File: src/rtl/cordic_rotator.sv
// cordic_rotator: iterative rotation-mode CORDIC engine, one micro-rotation per clock, valid/ready in and out
module cordic_rotator #(
  parameter int DATA_WIDTH = 16,
  parameter int ITERATIONS = 12,
  parameter int ITER_WIDTH = 4
) (
  input  logic                         clk,
  input  logic                         rst,
  input  logic                         en,
  input  logic                         in_valid,
  output logic                         in_ready,
  input  logic signed [DATA_WIDTH-1:0] x_in,
  input  logic signed [DATA_WIDTH-1:0] y_in,
  input  logic signed [15:0]           z_in,
  output logic                         out_valid,
  input  logic                         out_ready,
  output logic signed [DATA_WIDTH+1:0] x_out,
  output logic signed [DATA_WIDTH+1:0] y_out,
  output logic signed [15:0]           z_out,
  output logic                         busy
);
  localparam int W = DATA_WIDTH + 2;
  localparam logic signed [15:0] ATAN [16] = '{
    16'sd8192, 16'sd4836, 16'sd2555, 16'sd1297, 16'sd651, 16'sd326, 16'sd163, 16'sd81,
    16'sd41, 16'sd20, 16'sd10, 16'sd5, 16'sd3, 16'sd1, 16'sd1, 16'sd0
  };
  typedef enum logic [1:0] {IDLE, ROTATE, HOLD} state_t;
  state_t state;
  logic signed [W-1:0] x, y, x_nx, y_nx;
  logic signed [15:0] z, z_nx;
  logic [ITER_WIDTH-1:0] i;
  logic last;
  always_comb begin
    x_nx = z[15] ? x + (y >>> i) : x - (y >>> i);
    y_nx = z[15] ? y - (x >>> i) : y + (x >>> i);
    z_nx = z[15] ? z + ATAN[i] : z - ATAN[i];
    last = i == ITER_WIDTH'(ITERATIONS - 1);
  end
  assign in_ready = en && state == IDLE;
  assign busy = state != IDLE;
  always_ff @(posedge clk) begin
    if (rst) begin
      state <= IDLE;
      out_valid <= 1'b0;
      x <= '0;
      y <= '0;
      z <= '0;
      i <= '0;
      x_out <= '0;
      y_out <= '0;
      z_out <= '0;
    end else begin
      case (state)
        IDLE: if (in_valid && en) begin
          state <= ROTATE;
          x <= W'(x_in);
          y <= W'(y_in);
          z <= z_in;
          i <= '0;
        end
        ROTATE: begin
          x <= x_nx;
          y <= y_nx;
          z <= z_nx;
          i <= i + 1'b1;
          if (last) begin
            state <= HOLD;
            out_valid <= 1'b1;
            x_out <= x_nx;
            y_out <= y_nx;
            z_out <= z_nx;
          end
        end
        HOLD: if (out_ready) begin
          state <= IDLE;
          out_valid <= 1'b0;
        end
        default: state <= IDLE;
      endcase
    end
  end
endmodule

File: config.mk
export PLATFORM = sky130hd
export DESIGN_NAME = cordic_rotator
export DESIGN_NICKNAME = d
export VERILOG_FILES = /design/src/rtl/cordic_rotator.sv
export SDC_FILE = /design/constraint.sdc
export NUM_CORES = 1
export LEC_CHECK = 0
export CAP_MARGIN = 20
export CORE_UTILIZATION = 60
export CTS_BUF_LIST = sky130_fd_sc_hd__clkbuf_16
export DETAILED_ROUTE_END_ITERATION = 7
export PLACE_DENSITY = 0.84
export SETUP_SLACK_MARGIN = 0.2
export SLEW_MARGIN = 20
export SYNTH_ARGS = -nofsm -noshare
export SYNTH_HDL_FRONTEND = slang
export SYNTH_SLANG_ARGS = --single-unit
export TNS_END_PERCENT = 20
File: constraint.sdc
create_clock -name clk -period 7.34 [get_ports clk]
set_clock_uncertainty 0.05 [all_clocks]
set_input_delay 1.101 -clock clk [delete_from_list [all_inputs] [get_ports clk]]
set_output_delay 1.101 -clock clk [all_outputs]
set_load 0.03 [all_outputs]
**Close-up of the layout**

Window x 49 to 79, y 75 to 105 um. Cells in grey, sequential cells in the stronger grey; small squares are vias.
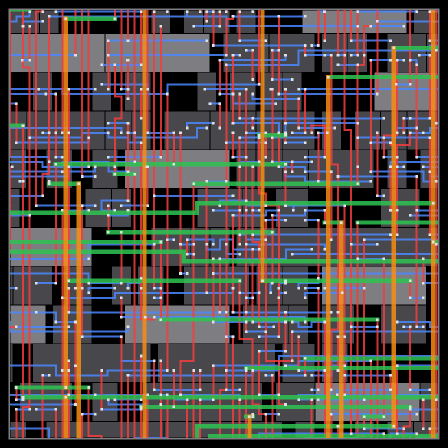
legend:
  green:
    layer: metal 3
  blue:
    layer: metal 1
  red:
    layer: metal 2
  orange:
    layer: metal 4
cells with their middle in the window: 83
netlist names of flops here include: x (6), x_out (2)
sequential cells in the window: 9
most frequent: nand2_1 (11), a21oi_1 (10), dfxtp_1 (9)

**Congestion heat map**

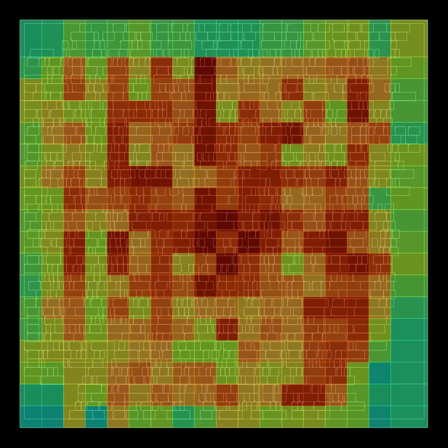
fraction of the core area covered by cells at the end of the flow: 69.7%
highest-utilization routing layer at the global route stage: met2

**Routed metal, one colour a layer**

Drawn at 3 px/um. Two of the layers only.
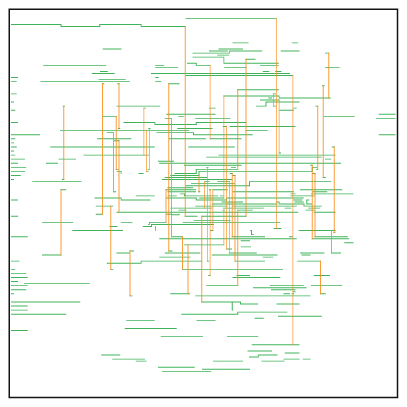
legend:
  green:
    layer: metal 3
    wire_length: 2560 um
  orange:
    layer: metal 4
    wire_length: 1190 um

==> notes.md <==
flow finished, numbers: post-synth cell types 78, buffers inserted during post-CTS setup optimization 0, max_cap viols 0, area share of the largest cell type after synthesis 23.0%, count of antenna diodes in the layout 0, post-synthesis register bit count 111, sum of buffers and inverters on the critical path 0, Floorplan Utilization 61.1%, Setup CP Type register to register, Non-Filler Cell Area, Final 0.0110 mm^2, first-pass GRT wire length 46700 um, count of buffers from port buffering 107, maximum number of pins on one net before global-route repair 76, register-to-register setup slack 1.72 ns, grt ovf 0, count of endpoints failing setup in the final report 0, cell count along the critical path 18, post-synthesis sequential area ratio 23.0%, count of clock-net buffers in the final layout 9, hold violation total from the final report 0, status finished, final reports clean, Complex Gates by Area 24.2%, Logic Gate Count 1015, cell class ranked first by area multi-input combinational cells, via count 9770, cell row count 46, Tapcells 216, gp weighted congestion 1.01, transition time of the tightest slew-check pin 0.996 ns, fraction of area in non-clock buffers 10.6%, Final #Nets 1406, number of warnings printed during yosys synthesis 0, die area 0.0166 mm^2, CTS tree built, root buffer cell sky130_fd_sc_hd__clkbuf_16, total cell area at the placement stage 0.0107 mm^2, startpoint of the worst hold path y_out[5], capturing point of the worst reg2reg path y[17], type of the tightest min-delay check register to register, CORE AREA 0.0158 mm^2, capturing element of the worst setup path y[17], number of filler cells placed in the layout 1301, clock latency of the later-clocked register in the worst-skew pair 0.37 ns, Final min period 5.62 ns, most frequently used flop master after synthesis sky130_fd_sc_hd__dfxtp_1, max-slew violation total from the final report 0, pre-CTS setup slack 1.80 ns, leak pwr 0.00428 uW, post-detailed-route count of antenna-violating nets 0, Critical-path top delay cell sky130_fd_sc_hd__dfxtp_2, XOR/XNOR Area Share 7.41%, worst-path fanout max 43, storage element area 0.00223 mm^2, I/O pin count 108, clock-pin transition on the worst setup and hold timing paths 0.08 ns, data required time of the critical path 7.52 ns, mean cell area of the mapped netlist 7.75 um^2, Die Ht 129 um, hold buffer count at CTS 0, most numerous logic cells after layout sky130_fd_sc_hd__nand2_1 (199), sky130_fd_sc_hd__a21oi_1 (149), sky130_fd_sc_hd__nor2_1 (117), vias in the first global route 9119, Critical Path Start Type register, Commonest Layout Cell sky130_fd_sc_hd__nand2_1, IR drop worst, VDD 122 uV, H-Tree Level Count 3, source of the worst register-to-register timing path i[1], synth top area cells sky130_fd_sc_hd__dfxtp_1 (23%), sky130_fd_sc_hd__nand2_1 (7.7%), sky130_fd_sc_hd__a21oi_1 (7.7%), Cell Area, Synth 0.00967 mm^2, Clock buffers and inverters, area share 2.55%, Non-clk bufs 121, count leader, synth sky130_fd_sc_hd__nand2_1, Hold Path End y_out[5], area fraction in and, or, nand and nor cells 20.0%, CTS max path bufs 2, Layout area overhead 14.0%, Worst setup EP type register, Arrival @ worst endpoint 5.80 ns, synthesized instance count 1247, wire length after detailed routing 29200 um
report_power, final:
part	switching [uW]	leakage (uW)	internal, uW
sequential	67.6	0.000905	631
clock	262	0.000139	236
combinational	658	0.00324	479
stage by stage:
stage          hold slack (ns)  instances  power, uW
3_5_place_dp             0.398       1497       1810
5_1_grt                  0.429       1512       2480
2_1_floorplan            0.386       1247       1560
4_1_cts                  0.409       1512       2310
3_3_place_gp             0.394       1497       1800
6_report                 0.405       1512       2330
layer usage:
| metal | up-vias | global-route usage [%] | wire length [um] |
|---|---|---|---|
| li1 | 4590 | - | - |
| met2 | 458 | 57.6 | 13500 |
| met1 | 4623 | 46.7 | 12000 |
| met5 | - | 0 | 0 |
| met4 | 0 | 15.5 | 1190 |
| met3 | 99 | 7.11 | 2560 |
No activity file was given, so power comes from the tool's default toggle rates.
